==> images/metal_stack.png <==
Scale: 4 px per um.
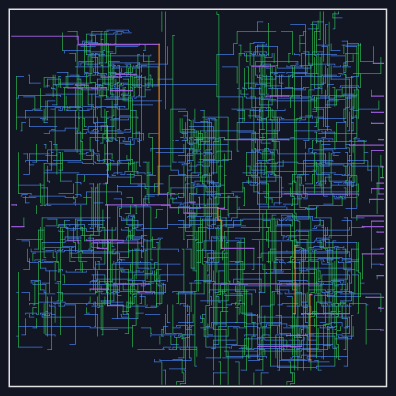
==> images/gate_families.png <==
Scale: 3 px per um.
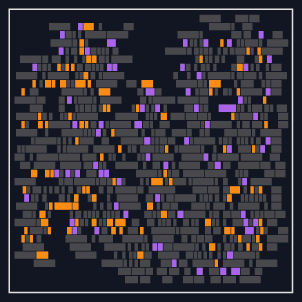
==> images/pdn.png <==
Scale: 4 px per um. Pins as bars on the die edge.
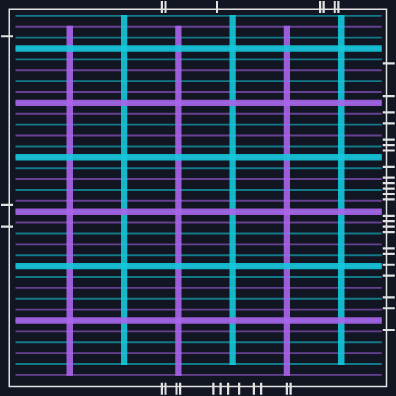
==> images/final_clocks.png <==
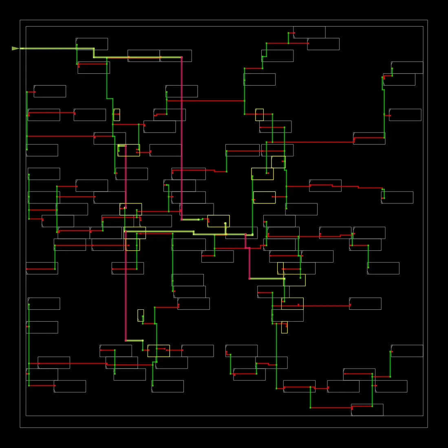
File: src/rtl/note_judge_pkg.sv
`default_nettype none
// ============================================================================
// Module   : note_judge_pkg
// Brief    : Shared types and constants for the note judge slice.
// Revision : 1.0 - initial release
// ============================================================================
package note_judge_pkg;

  typedef enum logic [1:0] {
    ST_EMPTY    = 2'd0,
    ST_ARMED    = 2'd1,
    ST_RESOLVED = 2'd2,
    ST_DONE     = 2'd3
  } state_t;

  // Colour codes match the shifter's note encoding
  localparam logic [1:0] C_COL_NONE = 2'd0;
  localparam logic [1:0] C_COL_RED  = 2'd1;
  localparam logic [1:0] C_COL_BLUE = 2'd2;

  localparam int C_PERFECT_PTS = 3;
  localparam int C_GOOD_PTS    = 1;

  localparam logic [2:0] C_OFFSET_WRAP = 3'd6;

endpackage
`default_nettype wire

File: src/rtl/button_conditioner.sv
`default_nettype none
// ============================================================================
// Module   : button_conditioner
// Brief    : 2-FF synchronizer, counter debounce and one-cycle rising-edge pulse.
// Revision : 1.0 - initial release
// ============================================================================
module button_conditioner #(
  parameter int DEBOUNCE_CYCLES = 50000
) (
  input  logic clk,
  input  logic rst,
  input  logic raw,
  output logic press
);

  localparam int C_CNT_W = $clog2(DEBOUNCE_CYCLES + 1);

  logic               r_sync1;
  logic               r_sync2;
  logic               r_level;
  logic               r_level_d;
  logic [C_CNT_W-1:0] r_cnt;

  always_ff @(posedge clk) begin
    if (!rst) begin
      r_sync1   <= 1'b0;
      r_sync2   <= 1'b0;
      r_level   <= 1'b0;
      r_level_d <= 1'b0;
      r_cnt     <= '0;
      press     <= 1'b0;
    end else begin
      r_sync1   <= raw;
      r_sync2   <= r_sync1;
      r_level_d <= r_level;
      press     <= r_level & ~r_level_d;
      // Level flips only after an unbroken run of disagreeing samples
      if (r_sync2 == r_level) begin
        r_cnt <= '0;
      end else if (r_cnt == C_CNT_W'(DEBOUNCE_CYCLES - 1)) begin
        r_level <= r_sync2;
        r_cnt   <= '0;
      end else begin
        r_cnt <= r_cnt + C_CNT_W'(1);
      end
    end
  end

endmodule
`default_nettype wire

File: src/rtl/note_judge.sv
`default_nettype none
// ============================================================================
// Module   : note_judge
// Brief    : Grades judge-column notes against button presses; keeps score/combo.
// Revision : 1.0 - initial release
// ============================================================================
module note_judge
  import note_judge_pkg::*;
#(
  parameter int         DEBOUNCE_CYCLES = 50000,
  parameter logic [2:0] PERFECT_LO      = 3'd2,
  parameter logic [2:0] PERFECT_HI      = 3'd4,
  parameter int         SCORE_W         = 16,
  parameter int         PERFECT_PTS     = C_PERFECT_PTS,
  parameter int         GOOD_PTS        = C_GOOD_PTS
) (
  input  logic               clk,
  input  logic               rst,
  input  logic               note_R_judge,
  input  logic               note_B_judge,
  input  logic [2:0]         offset,
  input  logic               finish,
  input  logic               red_button,
  input  logic               blue_button,
  output logic               delete,
  output logic               hit_perfect,
  output logic               hit_good,
  output logic               miss,
  output logic [SCORE_W-1:0] score,
  output logic [7:0]         combo,
  output logic [7:0]         max_combo
);

  logic w_red_press;
  logic w_blue_press;

  button_conditioner #(.DEBOUNCE_CYCLES(DEBOUNCE_CYCLES)) u_red_btn (
    .clk   (clk),
    .rst   (rst),
    .raw   (red_button),
    .press (w_red_press)
  );

  button_conditioner #(.DEBOUNCE_CYCLES(DEBOUNCE_CYCLES)) u_blue_btn (
    .clk   (clk),
    .rst   (rst),
    .raw   (blue_button),
    .press (w_blue_press)
  );

  state_t             r_state;
  state_t             w_state_nxt;
  logic [1:0]         r_colour;
  logic [1:0]         w_colour_nxt;
  logic [2:0]         r_prev_offset;
  logic               w_boundary;
  logic               w_hit;
  logic               w_perfect;
  logic               w_del_nxt;
  logic               w_perf_nxt;
  logic               w_good_nxt;
  logic               w_miss_nxt;
  logic               w_combo_inc;
  logic               w_combo_clr;
  logic               w_clear_all;
  logic               w_freeze;
  logic [SCORE_W-1:0] w_points;
  logic [SCORE_W:0]   w_score_sum;

  assign w_boundary = (r_prev_offset == C_OFFSET_WRAP) && (offset == 3'd0);
  assign w_perfect  = (offset >= PERFECT_LO) && (offset <= PERFECT_HI);
  assign w_hit      = ((r_colour == C_COL_RED)  &&  w_red_press && !w_blue_press) ||
                      ((r_colour == C_COL_BLUE) && !w_red_press &&  w_blue_press);
  assign w_freeze   = finish || (r_state == ST_DONE);
  assign w_score_sum = {1'b0, score} + {1'b0, w_points};

  always_comb begin
    w_state_nxt  = r_state;
    w_colour_nxt = r_colour;
    w_del_nxt    = 1'b0;
    w_perf_nxt   = 1'b0;
    w_good_nxt   = 1'b0;
    w_miss_nxt   = 1'b0;
    w_combo_inc  = 1'b0;
    w_combo_clr  = 1'b0;
    w_clear_all  = 1'b0;
    w_points     = '0;
    if (finish) begin
      w_state_nxt = ST_DONE;
    end else begin
      // A boundary always takes precedence over a press in the same cycle
      if (r_state != ST_DONE && w_boundary) begin
        if (r_state == ST_ARMED) begin
          w_miss_nxt  = 1'b1;
          w_combo_clr = 1'b1;
        end
        if (note_R_judge || note_B_judge) begin
          w_state_nxt  = ST_ARMED;
          w_colour_nxt = note_R_judge ? C_COL_RED : C_COL_BLUE;
        end else begin
          w_state_nxt  = ST_EMPTY;
          w_colour_nxt = C_COL_NONE;
        end
      end else if (r_state == ST_ARMED) begin
        if (w_hit) begin
          w_del_nxt   = 1'b1;
          w_combo_inc = 1'b1;
          w_state_nxt = ST_RESOLVED;
          if (w_perfect) begin
            w_perf_nxt = 1'b1;
            w_points   = SCORE_W'(PERFECT_PTS);
          end else begin
            w_good_nxt = 1'b1;
            w_points   = SCORE_W'(GOOD_PTS);
          end
        end else if (w_red_press || w_blue_press) begin
          w_miss_nxt  = 1'b1;
          w_combo_clr = 1'b1;
          w_state_nxt = ST_RESOLVED;
        end
      end else if (r_state == ST_DONE) begin
        w_clear_all  = 1'b1;
        w_state_nxt  = ST_EMPTY;
        w_colour_nxt = C_COL_NONE;
      end
    end
  end

  always_ff @(posedge clk) begin
    if (!rst) begin
      r_state       <= ST_EMPTY;
      r_colour      <= C_COL_NONE;
      r_prev_offset <= 3'd0;
      delete        <= 1'b0;
      hit_perfect   <= 1'b0;
      hit_good      <= 1'b0;
      miss          <= 1'b0;
      score         <= '0;
      combo         <= 8'd0;
      max_combo     <= 8'd0;
    end else begin
      r_state       <= w_state_nxt;
      r_colour      <= w_colour_nxt;
      r_prev_offset <= offset;
      delete        <= w_del_nxt;
      hit_perfect   <= w_perf_nxt;
      hit_good      <= w_good_nxt;
      miss          <= w_miss_nxt;
      if (w_clear_all) begin
        score     <= '0;
        combo     <= 8'd0;
        max_combo <= 8'd0;
      end else begin
        score <= w_score_sum[SCORE_W] ? {SCORE_W{1'b1}} : w_score_sum[SCORE_W-1:0];
        if (w_combo_clr) begin
          combo <= 8'd0;
        end else if (w_combo_inc && combo != 8'hFF) begin
          combo <= combo + 8'd1;
        end
        if (!w_freeze && combo > max_combo) begin
          max_combo <= combo;
        end
      end
    end
  end

endmodule
`default_nettype wire

File: config.mk
export PLATFORM = sky130hd
export DESIGN_NAME = note_judge
export DESIGN_NICKNAME = d
export VERILOG_FILES = /design/src/rtl/note_judge_pkg.sv /design/src/rtl/button_conditioner.sv /design/src/rtl/note_judge.sv
export SDC_FILE = /design/constraint.sdc
export NUM_CORES = 1
export LEC_CHECK = 0
export ABC_AREA = 1
export CAP_MARGIN = 20
export CORE_UTILIZATION = 51
export DETAILED_ROUTE_END_ITERATION = 10
export PLACE_DENSITY = 0.76
export SLEW_MARGIN = 0
export SYNTH_ARGS = -nofsm -noshare
export SYNTH_HDL_FRONTEND = slang
export SYNTH_SLANG_ARGS = --single-unit
File: constraint.sdc
create_clock -name clk -period 2.38 [get_ports clk]
set_clock_uncertainty 0.2 [all_clocks]
set_input_delay 0.238 -clock clk [delete_from_list [all_inputs] [get_ports clk]]
set_output_delay 0.238 -clock clk [all_outputs]
set_load 0.01 [all_outputs]
==> run summary <==
Latest figures from synthesis and place and route.

The share of cells above drive strength 1 is 14.9%. The peak supply drop is 0.364 mV. The initial antenna violation count came to 0. The number of maximum-capacitance violations is 0. For this run, global-route usage on met3 was measured as 2.75%. The die boundary height is 93.9 um. The average wire per standard cell is 11.8 um. The placeable core area is 0.00822 mm^2.

The worst slew slack as a fraction of its limit is 72.1%. The count of clock tree sinks is 85. The leading area contributor after synthesis is dfxtp_1. The buffer depth of the longest clock path is 2. The number of iterations in the first detailed-routing pass is 5. The clock transition at the register clock pins on the worst setup and hold paths after CTS is 80 ps.

Pins over their slew limit in the final report were tallied at 0. The global-route wire length before repair is 15800 um. The pre-CTS worst setup slack is -392 ps. The synthesized design devotes to its leading area cell type 39.5% of total area.

The final timing report counts setup violations totalling 1. The met1 track demand over resource in global routing is 25.1%. The kind of capture point of the worst setup path is a flop. The post-synth register bit count is 85.

The report lists the power per cell area as 455 mW/mm^2. The synthesis warning total is 0. Per the CTS log, the root buffer master is clkbuf_8. The number of instances in the synthesized netlist is 608.

Setup repair after global routing could not meet its margin everywhere. By area the synthesized netlist is led by dfxtp_1, nand2_1, inv_1. The sequential share of the synthesized area is 39.5%. The met2 usage in global routing is 42.3%. Per the detail_route report, the via count comes to 4051. The worst setup margin is -7.25 ps. The average via count per standard cell is 5.12.

The flow ran to the end, but the final reports show violations. The area of the multi-input gates is 0.00223 mm^2. The global route stage reports its total congestion overflow as 0. The CTS tree is yes. Per the gpl log, the routability congestion estimate is 0.810.

The detail route stage leaves a number of antenna-violating nets equal to 0. The number of diodes added for antenna fixing is 0. The final timing summary puts the cycle share of the worst path at 100%. 46 I/O pins were placed. The maximum fanout along the worst path is 4. The horizontal extent of the die is 93.9 um.

For this run, design rule violations remaining after detail routing come to 0. In the final design database the tool counted 705 nets. The standard-cell row count is 33. The post-route setup TNS is -7.25 ps. The leakage power of the design is 0.00211 uW. The synthesized netlist occupies a cell area of 0.00431 mm^2. Looking at the gate-level netlist, the highest instance count belongs to nand2_1. By count the netlist is led by nand2_1, inv_1, dfxtp_1. Per the OpenROAD floorplan log, the area of the die is 0.00883 mm^2. For reference, the post-synthesis area per instance comes to 7.09 um^2. The shortest clock period the worst path allows after layout is 2390 ps. The initial detailed-routing violation count is 152. The total routed wirelength is 9360 um. The number of different library cells used by synthesis comes to 39. For the worst setup path, the data required time is 2460 ps. Entering global routing, the biggest net connects 17 pins. The combined flip-flop and latch cell area is 0.00171 mm^2. The number of warnings reported in the stage logs is 28. The checks that failed: setup timing. By startpoint and endpoint, the worst setup path is classified as reg -> reg. The effective utilization at floorplan is 52.5%. The number of cells reported by Yosys stat comes to 608. Overall routing resource usage recorded by global route was 22.2%. Per the post-synthesis report, the nets total 632.

Measured on the finished design, the core utilization comes to 64.3%. Checking hold timing, the worst path is listed with class in -> reg. The area added between synthesis and finish is 22.5%.

The count of port buffers added during placement is 45. The worst endpoint data arrival time is 2470 ps. The dominant synthesized flop cell is dfxtp_1. The maximum frequency from static timing analysis is 419 MHz.

STA classifies the critical path startpoint as a flop. The share of async-settable or async-resettable flops after synthesis is 0%. Counting endpoints that fail hold in the final report gives 0.

The CTS H-tree depth is 3. The count of flip-flops with a built-in enable after synthesis is 0. The number of fill cells is 746. The transition at the pin with the smallest max-transition slack is 417 ps. The via count of the first global-routing pass is 3863.

The detailed-placement wirelength estimate is 6840 um. The most heavily used metal layer in global routing is met2. Post-synthesis, Yosys gives the total cell area as 0.00431 mm^2.
## Picture notes: metal_stack.png
- met2: green (wire length 4780 um)
- met3: purple (wire length 341 um)
- met1: blue (wire length 4120 um)
- met4: orange (wire length 121 um)

## Picture notes: gate_families.png
- NOR gates: orange (cells 96; most used nor2_1; where spread over the die)
- inverting AOI/OAI gates: purple (cells 67; most used a21oi_1; where spread over the die)

## Picture notes: pdn.png
- VSS: purple
- VDD: cyan
- rows: 33
- met4 straps: 6
- signal pins: 46
- met1 rails: 34
- met5 straps: 6

## Picture notes: final_clocks.png
power consumed by the clock network: 880 uW
# clk buffers: 13
source-to-sink clock delay at the later pin of the worst-skew pair: 340 ps
TritonCTS Buffers: 9
sequential cells: 85

[worst max-delay path, stage by stage, from the launching register on]
cell     delay (ps)
dfxtp_2         380
nor2_4           50
nor2_2          110
nand3_2         110
nor2_4          150
ha_4            150
inv_1            50
fa_2            370
inv_2            80
nand3_4          80
inv_4            90
nand4_2         160
buf_6           180
nand3_1          70
nand2_1          50
inv_1            60
[state kept, by name, summed over array words and instances, names as in the netlist, 2 cells and up]
signal,count
combo,8
r_prev_offset,3
u_red_btn.r_cnt,16
r_state,2
u_blue_btn.r_cnt,16
r_colour,2
score,16
max_combo,8
[logic make-up (layout without fill, tap and decap cells)]
group           count (synthesis)  in the layout  synth area share (%)
flops                          85             85                  39.5
compound gates                 68             68                  8.62
buf+inv                       111            189                  10.6
xor+xnor                       14             14                  2.84
simple gates                  316            316                  34.3
fa+ha+maj                      14             14                  4.24
[per-layer routing]
layer  vias up  part of all wire, %  wire length [um]
li1       2082                    -                 -
met5         -                    0                 0
met4         0                  1.3               121
met3        12                  3.6               340
met2        88                   51              4780
met1      1869                   44              4120
[through the flow]
step                      hold slack, ps  instance area (um^2)  total power, uW  cells
after floorplan                      131                  4310             1510    608
after global placement               173                  4990             1550    771
after detailed placement             192                  4990             1550    771
after CTS                            203                  5160             2420    787
after global routing                75.9                  5280             2500    791
final                               59.8                  5280             2400    791
[cells in the final DEF, fill, tap and decap left out, drive strengths merged]
master         count
a31oi              6
a21o               1
buf               26
dlygate4sd3        1
a21oi             47
dfxtp             85
nand4             17
inv              100
fa                 1
xor2              12
o211ai             1
nand3             53
clkinv             4
clkbuf            13
nand2            146
nor2              75
xnor2              2
clkdlybuf4s50     42
nor3              19
dlymetal6s2s       3
o21ai             13
or2                4
nor3b              1
ha                13
nor4               1
[area by class of cell]
class | instances | area share, %
clock buffer | 13 | 2.63
tap | 105 | 2.49
timing repair buffer | 72 | 12.7
inverter | 101 | 7.23
multi-input combinational | 412 | 42.2
clock inverter | 3 | 0.427
sequential | 85 | 32.3
[power by group]
part / internal [uW] / switching, uW
combinational: 39.5 / 49.9
clock: 384 / 496
sequential: 1430 / 4.54
total: 1850 / 550
[path summary, 6_finish.rpt]
kind                             from               end  slack, ps  cells past startpoint
setup / recovery      u_red_btn.press         score[14]         -7                     15
hold / removal              offset[2]  r_prev_offset[2]         60                      4
setup reg to reg      u_red_btn.press         score[14]         -7                     15
hold reg to reg   u_red_btn.r_level_d   u_red_btn.press        190                      1
[timing repair]
item                                   in CTS  in global routing
resized                                     5                 30
pin swaps                                   3                 13
setup buffers                               0                  2
hold buffers                                0                  1
endpoints found under the hold margin       0                  1
setup endpoints to repair                  16                 16
cloned                                      0                  1
No activity file was given, so power comes from the tool's default toggle rates.
